===== src/rtl/memory_arbiter.sv =====
// Round-robin arbiter sharing one synchronous memory between an instruction read port and a
// data read/write port. Each transaction occupies the memory for LATENCY cycles, then acks.
module memory_arbiter #(
  parameter int unsigned LATENCY = 4,
  parameter int unsigned ADDR_W  = 32
) (
  input  logic              clk,
  input  logic              reset,
  input  logic              i_req,
  input  logic [ADDR_W-1:0] i_addr,
  output logic              i_ack,
  output logic [ADDR_W-1:0] i_rdata,
  input  logic              d_req,
  input  logic              d_we,
  input  logic              d_byte,
  input  logic [ADDR_W-1:0] d_addr,
  input  logic [ADDR_W-1:0] d_wdata,
  output logic              d_ack,
  output logic [ADDR_W-1:0] d_rdata,
  output logic [ADDR_W-1:0] mem_addr,
  output logic              mem_read,
  output logic              mem_write,
  output logic              mem_byte,
  output logic [ADDR_W-1:0] mem_wdata,
  input  logic [ADDR_W-1:0] mem_rdata,
  output logic              busy
);

  typedef enum logic [1:0] {StIdle, StBusy, StResp} state_e;

  state_e            state_q, state_d;
  logic [3:0]        cnt_q, cnt_d;
  logic              owner_q, owner_d;  // 1: data side owns the transaction
  logic              last_q, last_d;    // 1: data side was granted last
  logic              we_q, we_d;
  logic              byte_q, byte_d;
  logic [ADDR_W-1:0] addr_q, addr_d;
  logic [ADDR_W-1:0] wdata_q, wdata_d;
  logic [ADDR_W-1:0] i_rdata_q, i_rdata_d;
  logic [ADDR_W-1:0] d_rdata_q, d_rdata_d;
  logic              i_ack_q, i_ack_d;
  logic              d_ack_q, d_ack_d;
  logic              busy_q, busy_d;
  logic              mem_read_q, mem_read_d;
  logic              mem_write_q, mem_write_d;
  logic              mem_byte_q, mem_byte_d;
  logic [ADDR_W-1:0] mem_addr_q, mem_addr_d;
  logic [ADDR_W-1:0] mem_wdata_q, mem_wdata_d;
  logic              grant_data;

  always_comb begin
    state_d    = state_q;
    cnt_d      = cnt_q;
    owner_d    = owner_q;
    last_d     = last_q;
    we_d       = we_q;
    byte_d     = byte_q;
    addr_d     = addr_q;
    wdata_d    = wdata_q;
    i_rdata_d  = i_rdata_q;
    d_rdata_d  = d_rdata_q;
    grant_data = 1'b0;

    case (state_q)
      StIdle: begin
        if (i_req || d_req) begin
          // Under contention the side not served last wins.
          grant_data = d_req && (!i_req || !last_q);
          owner_d    = grant_data;
          last_d     = grant_data;
          addr_d     = grant_data ? d_addr : i_addr;
          we_d       = grant_data && d_we;
          byte_d     = grant_data && d_byte;
          wdata_d    = grant_data ? d_wdata : '0;
          cnt_d      = 4'(LATENCY - 1);
          state_d    = StBusy;
        end
      end
      StBusy: begin
        if (cnt_q == 4'd0) begin
          if (owner_q) d_rdata_d = mem_rdata;
          else         i_rdata_d = mem_rdata;
          state_d = StResp;
        end else begin
          cnt_d = cnt_q - 4'd1;
        end
      end
      StResp:  state_d = StIdle;
      default: state_d = StIdle;
    endcase

    // Outputs are registered, so decode them from the upcoming state.
    busy_d      = (state_d != StIdle);
    mem_read_d  = (state_d == StBusy) && !we_d;
    mem_write_d = (state_d == StBusy) && we_d && (cnt_d == 4'd0);
    mem_byte_d  = (state_d == StBusy) && byte_d;
    mem_addr_d  = (state_d == StBusy) ? addr_d : '0;
    mem_wdata_d = (state_d == StBusy) ? wdata_d : '0;
    i_ack_d     = (state_d == StResp) && !owner_d;
    d_ack_d     = (state_d == StResp) && owner_d;
  end

  always_ff @(posedge clk or negedge reset) begin
    if (!reset) begin
      state_q     <= StIdle;
      cnt_q       <= 4'd0;
      owner_q     <= 1'b0;
      last_q      <= 1'b0;
      we_q        <= 1'b0;
      byte_q      <= 1'b0;
      addr_q      <= '0;
      wdata_q     <= '0;
      i_rdata_q   <= '0;
      d_rdata_q   <= '0;
      i_ack_q     <= 1'b0;
      d_ack_q     <= 1'b0;
      busy_q      <= 1'b0;
      mem_read_q  <= 1'b0;
      mem_write_q <= 1'b0;
      mem_byte_q  <= 1'b0;
      mem_addr_q  <= '0;
      mem_wdata_q <= '0;
    end else begin
      state_q     <= state_d;
      cnt_q       <= cnt_d;
      owner_q     <= owner_d;
      last_q      <= last_d;
      we_q        <= we_d;
      byte_q      <= byte_d;
      addr_q      <= addr_d;
      wdata_q     <= wdata_d;
      i_rdata_q   <= i_rdata_d;
      d_rdata_q   <= d_rdata_d;
      i_ack_q     <= i_ack_d;
      d_ack_q     <= d_ack_d;
      busy_q      <= busy_d;
      mem_read_q  <= mem_read_d;
      mem_write_q <= mem_write_d;
      mem_byte_q  <= mem_byte_d;
      mem_addr_q  <= mem_addr_d;
      mem_wdata_q <= mem_wdata_d;
    end
  end

  assign i_ack     = i_ack_q;
  assign d_ack     = d_ack_q;
  assign i_rdata   = i_rdata_q;
  assign d_rdata   = d_rdata_q;
  assign busy      = busy_q;
  assign mem_read  = mem_read_q;
  assign mem_write = mem_write_q;
  assign mem_byte  = mem_byte_q;
  assign mem_addr  = mem_addr_q;
  assign mem_wdata = mem_wdata_q;

endmodule

===== config.mk =====
export PLATFORM = sky130hd
export DESIGN_NAME = memory_arbiter
export DESIGN_NICKNAME = d
export VERILOG_FILES = /design/src/rtl/memory_arbiter.sv
export SDC_FILE = /design/constraint.sdc
export NUM_CORES = 1
export LEC_CHECK = 0
export ABC_AREA = 1
export CAP_MARGIN = 30
export CORE_MARGIN = 1.5
export CORE_UTILIZATION = 40
export DETAILED_ROUTE_END_ITERATION = 8
export PLACE_DENSITY = 0.85
export SLEW_MARGIN = 20
export SYNTH_ARGS = -nofsm -noshare
export SYNTH_HDL_FRONTEND = slang
export SYNTH_SLANG_ARGS = --single-unit

===== constraint.sdc =====
create_clock -name clk -period 1.8 [get_ports clk]
set_clock_uncertainty 0.2 [all_clocks]
set_input_delay 0.36 -clock clk [delete_from_list [all_inputs] [get_ports clk]]
set_output_delay 0.36 -clock clk [all_outputs]
set_load 0.02 [all_outputs]

### Routing congestion map, run 1

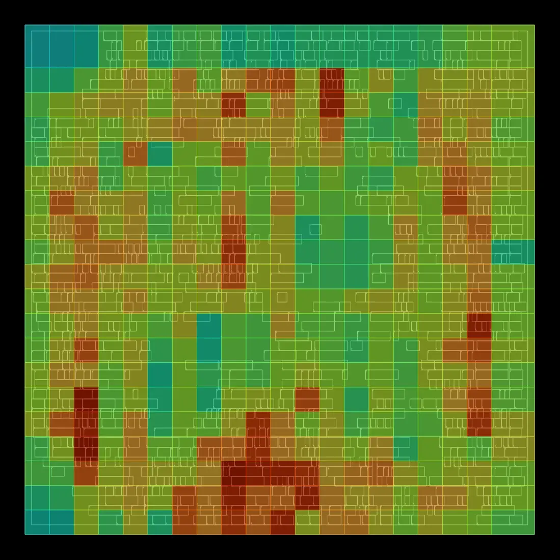
met2 Use GR: 35.0%
GR peak layer: met2
met3 usage: 5.40%
Final Core Density: 60.8%
grt met1 use: 25.1%

### Pin map, run 1

Pins as bars across the die edge, other pins in gray.
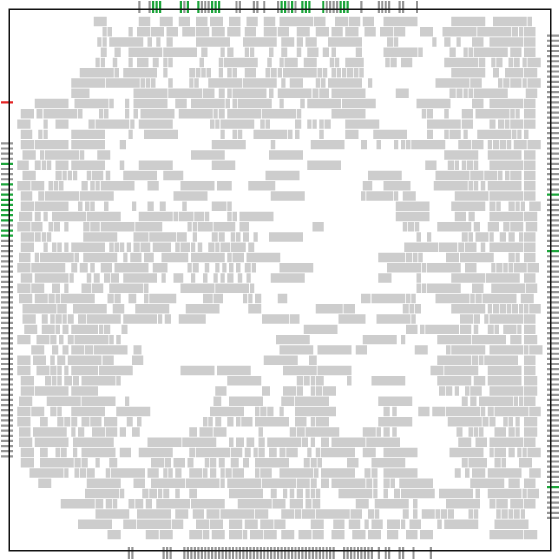
[green] `d_wdata` | pins: 32 | direction: input | edge: 19 north, 10 west, 3 east
[red] `clk` | pins: 1 | direction: input | edge: west
all pins by edge: 95 east, 65 south, 63 west, 45 north
IO Port Bufs: 267
Die X: 143 um
Die H: 143 um

### Signal wires by layer, run 1

Scale bar: 50 um.
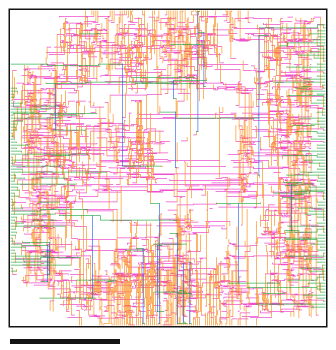
[green] met3 | wire length: 1940 um
[orange] met2 | wire length: 10100 um
[blue] met4 | wire length: 581 um
[magenta] met1 | wire length: 8350 um
GRT Overall Usage: 20.5%
via count: 6489

### Routed metal per tile, run 1

Scale bar: 50 um. 29 x 29 tiles, from dark blue (low) to red (high), scaled to the fullest tile. Values are wire area over tile area, all layers added.
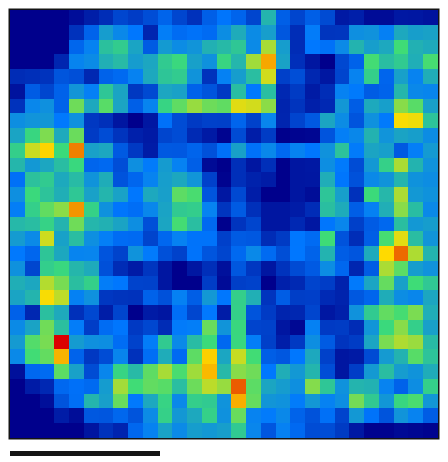
fullest tile: 0.62
tiles over half the peak: 11%
emptiest ninth of the die: center

==> run 1: final cells by class <==
cell class	count	area (um^2)	share of cell area, %
flip-flops and latches	208	5200	44.3
repair buffers	302	2990	25.5
multi-input cells	471	2170	18.4
clock buffers	31	656	5.58
well taps	265	332	2.82
inverters	82	309	2.63
clock inverters	7	87.6	0.745
diodes	1	2.50	0.0213
==> run 1: kinds of logic (layout without fill, tap and decap cells) <==
family / count (synthesis) / in the layout / synth area share, %
xor gates and xnor gates: 1 / 1 / 0.112
adders and majority gates: 1 / 1 / 0.159
buffers and inverters: 124 / 422 / 6.75
other: 0 / 1 / 0
and+or+nand+nor: 338 / 338 / 18.3
AOI/OAI and AO/OA: 131 / 131 / 8.40
DFF: 208 / 208 / 66.3
==> run 1: Yosys cell counts (all sizes together) <==
cell	count	share of area, %
and2	32	2.5
dfrtp	208	66
nand2	217	10
o21ai	129	8.2
ha	1	0.16
a21oi	2	0.18
clkinv	1	0.064
inv	81	3.9
xnor2	1	0.11
nand3	43	2.8
nor2	46	2.5
clkbuf	14	0.67
buf	28	2.2
==> run 1: flip-flops by register name (all words and copies together), names as in the netlist <==
name,count
addr_q,32
d_ack,1
owner_q,1
i_rdata,32
i_ack,1
mem_byte,1
we_q,1
state_q,2
cnt_q,4
busy,1
byte_q,1
wdata_q,32
mem_write,1
mem_addr,32
last_q,1
mem_wdata,32
mem_read,1
d_rdata,32
==> run 1: repair_timing <==
item                                   in CTS  in global routing
setup endpoints to repair                 218                 94
gates cloned                                0                  1
hold buffers                                1                  0
endpoints found under the hold margin     208                  0
pin swaps                                   0                  1
setup buffers                               0                  2
resized                                   139                 19
==> run 1: power by group <==
group	switching, mW	internal [mW]
Clock	1.76	2.81
Combinational	5.61	3.66
Sequential	0.811	6.83
==> impl_metrics.ini, run 1 <==
; yosys + openroad results
[route]
ant_nets = 0
drt_iter0_markers = 264
wl_met2_mm = 10.1

[setup_path]
critPathMaxStageDelay_ns = 0.39
crit_buf_inv = 1
r2r_start = cnt_q[1]$_DFF_PN0_
critPathRequiredTime_ns = 1.24
crit_family = flip-flops

[clocking]
cts_buffers = 22

[synthesis]
synth_stat.cells = 803
syn_area_mm2 = 0.00785

[cells_and_area]
final_area_mm2 = 0.0118
fin_cells = 1367

[pwr]
ir_worst_vdd_mv = 0.842
cellPowerDensity_mw_per_mm2 = 1830

[timing]
fin_crit_ns = 1.76
layout_setup_ws_ns = 0.0385
slew_headroom_pct = 75.1

[place]
gp_congestion = 0.812

[die]
chipArea_mm2 = 0.0205
initial_core_util_pct = 40.6

[status]
status = completed

[grt]
grt_max_degree = 65
grt_pass1_wl_mm = 33.1
==> run 2, diff against run 1 <==
REMOVE_ABC_BUFFERS = 1   (was not set)
==> impl_metrics.ini, run 2 <==
; yosys + openroad results
[setup_path]
critPathMaxStageDelay_ns = 0.39
critPathRequiredTime_ns = 1.24

[synthesis]
ys_sh_aoi_pct = 8.40
edf_count = 0
yosysMostFrequentCell = nand2_1
synth-async-reset-ratio_pct = 100
synth.top_cells.by_count = 216 x nand2_1, 208 x dfrtp_1, 108 x o21ai_1, 78 x inv_1, 42 x nand3_1
muxShareOfSynthArea_pct = 0
ys.flop_type = dfrtp_1
synth-xor-area-share_pct = 0.112
simple_gate_area_share_pct = 18.3
synth_stat.cells = 803

[cells_and_area]
seq_cells = 208
seq_share_pct = 44.6
final_area_mm2 = 0.0117
nClkBuffers = 35
clock_cell_area_share_pct = 6.00
inverters = 82
num-multi-input-gates = 471
regArea_mm2 = 0.00520
fin_cells = 1362
signal_buffers = 297
comb_area_mm2 = 0.00216
sh_comb_area_pct = 18.5

[pwr]
pwr-share-clk_pct = 20.4
p_comb_share_pct = 43.6
cellPowerDensity_mw_per_mm2 = 1810
swShare_pct = 38.6
seqPwrFrac_pct = 36.0
ir_worst_vdd_mv = 1.02
p_sw_mw = 8.18

[route]
ant_nets = 0
wl_met2_mm = 10.3
via_count = 6456
drt_iter0_markers = 213

[die]
initial_core_util_pct = 40.6
chipArea_mm2 = 0.0205
nWellTaps = 265
die_w_um = 143
die_h_um = 143

[status]
status = completed

[grt]
grt_max_degree = 65
grt_pass1_wl_mm = 32.9

[place]
gp_congestion = 0.792

[clocking]
cts_buffers = 22

[timing]
fin_crit_ns = 1.76
slew_headroom_pct = 71.6
run 2: cell types whose count changed in the layout (fill, tap and decap cells not counted), sizes merged:
cell,before,now
dlygate4sd2,124,117
buf,33,28
diode,1,0
clkinvlp,1,0
clkbuf,34,38
bufinv,2,0
clkdlybuf4s15,9,16
run 2: cell families after synthesis:
logic type / Yosys count
fa+ha+maj: 1
simple gates: 338
compound gates: 131
flops: 208
buf+inv: 124
xor+xnor: 1
run 2: worst max-delay path by stage:
stage,startpoint,to,slack (ns),cells after the start
after global routing,state_q[0]$_DFF_PN0_,d_rdata[19]$_DFFE_PN0P_,-0.05,8
after global placement,i_req,mem_write$_DFF_PN0_,-0.24,9
after detailed placement,i_req,mem_addr[19]$_DFF_PN0_,-0.27,9
after CTS,mem_addr[11]$_DFF_PN0_,mem_addr[11],0.005,1
final,mem_wdata[0]$_DFF_PN0_,mem_wdata[0],0.04,1
after floorplan,state_q[0]$_DFF_PN0_,mem_addr[0]$_DFF_PN0_,-0.83,6
run 2: power groups by stage:
stage          Clock (mW)  Sequential [mW]  Combinational, mW
6_report             4.32             7.64               9.23
5_1_grt              4.63             7.85               10.2
4_1_cts              4.43             7.65               9.10
3_5_place_dp            0             7.75               10.0
3_3_place_gp            0             7.68               9.76
2_1_floorplan           0             9.43               3.22
run 2: repair_timing:
action / 4_1_cts / 5_1_grt
endpoints found under the setup margin: 142 / 113
hold buffers: 1 / 0
endpoints found under the hold margin: 191 / 0
pin swaps: 0 / 0
gates resized: 138 / 24
buffers inserted: 0 / 0
gates cloned: 0 / 1
run 2: routing by layer:
layer,track usage (%),vias to the layer above
li1,-,3070
met1,23.6,3107
met2,35.9,251
met3,6.24,28
met4,5.48,0
met5,0,-
### Routing congestion map, run 2

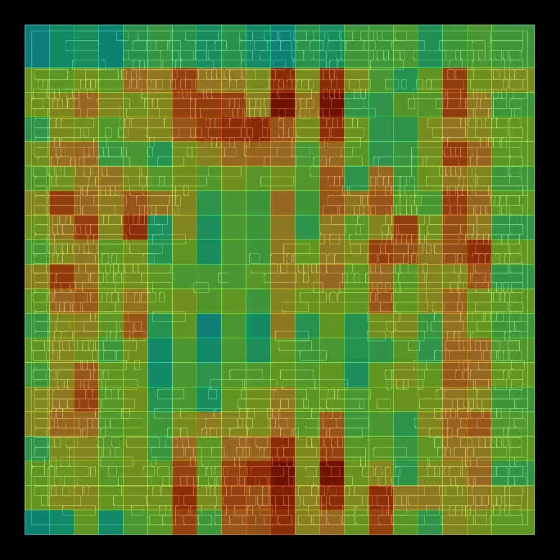
Final Core Density: 60.4%
met3 usage: 6.24%
grt met1 use: 23.6%
GRT Overall Usage: 20.2%

### Pin map, run 2

Pins as bars across the die edge, other pins in gray.
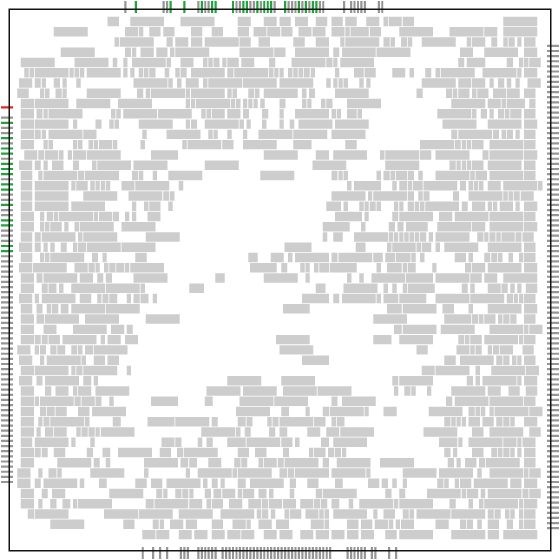
[green] `d_wdata` | pins: 32 | direction: input | edge: 18 north, 14 west
[red] `clk` | pins: 1 | direction: input | edge: west

==> run 3, diff against run 2 <==
SKIP_LAST_GASP = 1   (was not set)
==> impl_metrics.ini, run 3 <==
; yosys + openroad results
[synthesis]
ys_sh_aoi_pct = 8.40
simple_gate_area_share_pct = 18.3
syn_area_mm2 = 0.00785
top_area_cell = dfrtp_1
yosysMostFrequentCell = nand2_1

[place]
gp_congestion = 0.792

[die]
nWellTaps = 265
die_w_um = 143

[setup_path]
crit_family = flip-flops

[timing]
fin_crit_ns = 1.76

[cells_and_area]
clock_cell_area_share_pct = 6.03
num-multi-input-gates = 471
final_area_mm2 = 0.0116
seq_cells = 208
biggestCellCategory = registers
nClkBuffers = 35
signal_buffers = 296
inverters = 82

[route]
drt_iter0_markers = 253

[pwr]
ir_worst_vdd_mv = 1.01

[grt]
grt_max_degree = 65
grt_pass1_wl_mm = 32.9

[status]
status = completed

[clocking]
cts_resized = 136
cts_setup_buffers = 0
postCtsHoldBufs = 1
==> run 3: cell counts after synthesis <==
Identical to the previous run, type by type.
==> run 3: metrics by stage <==
| stage | std cells | power [mW] | setup TNS [ns] | hold slack (ns) | util [%] |
|---|---|---|---|---|---|
| 5_1_grt | 1361 | 22.5 | -0.361 | 0.198 | 60.1 |
| 4_1_cts | 1361 | 21.2 | -0.0266 | 0.182 | 60.0 |
| 2_1_floorplan | 761 | 12.6 | -97.99 | -0.136 | - |
| 3_5_place_dp | 1321 | 17.8 | -21.10 | 0.134 | 57.2 |
| 6_report | 1361 | 21.0 | 0 | 0.194 | 60.1 |
| 3_3_place_gp | 1321 | 17.4 | -16.26 | 0.130 | 57.2 |
==> run 3: where the power goes <==
group / switching, mW / total, mW / internal [mW]
combinational: 5.54 / 9.05 / 3.50
clock: 1.72 / 4.30 / 2.58
sequential: 0.802 / 7.64 / 6.83
==> run 3: kinds of logic (layout without fill, tap and decap cells) <==
family | after synthesis | in the layout
compound gates | 131 | 131
flops | 208 | 208
buf+inv | 124 | 417
xor+xnor | 1 | 1
simple gates | 338 | 338
fa+ha+maj | 1 | 1
==> run 3: path summary, 6_finish.rpt <==
check | end | slack, ns
setup reg to reg | mem_addr[6]$_DFF_PN0_ | 0.10
hold reg to reg | i_ack$_DFF_PN0_ | 0.25
setup / recovery | mem_wdata[0] | 0.04
max in group asynchronous | mem_wdata[21]$_DFF_PN0_ | 0.62
min in group clk | d_rdata[25]$_DFFE_PN0P_ | 0.24
hold / removal | i_rdata[25]$_DFFE_PN0P_ | 0.19
==> run 3: metal layers <==
layer  track usage [%]  vias up
li1                  -     3065
met1              23.6     3070
met2              35.9      245
met3              6.24       30
met4              5.48        0
met5                 0        -
### Routed metal per tile, run 3

Scale bar: 50 um. 29 x 29 tiles, from dark blue (low) to red (high), scaled to the fullest tile. Values are wire area over tile area, all layers added.
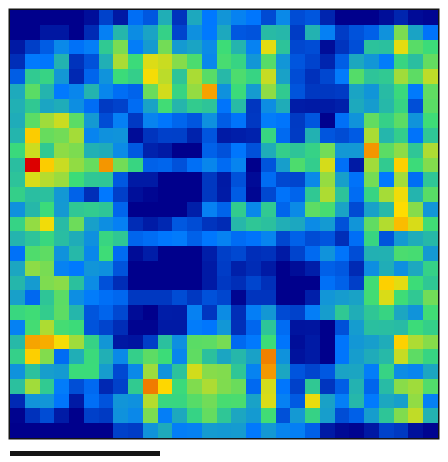
fullest tile: 0.53
emptiest ninth of the die: center
nearly empty tiles: 7.7%
via count: 6410
routed wire length: 20.6 mm

### Signal wires by layer, run 3

Scale bar: 50 um.
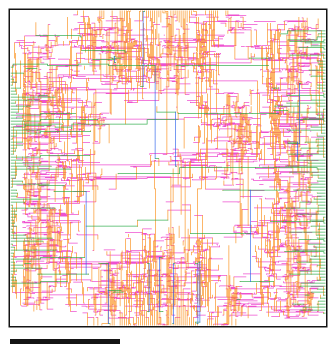
[magenta] met1 | wire length: 8050 um
[blue] met4 | wire length: 373 um
[green] met3 | wire length: 1950 um
[orange] met2 | wire length: 10200 um

Power figures rest on the tool's default switching activity, not on a simulated workload.
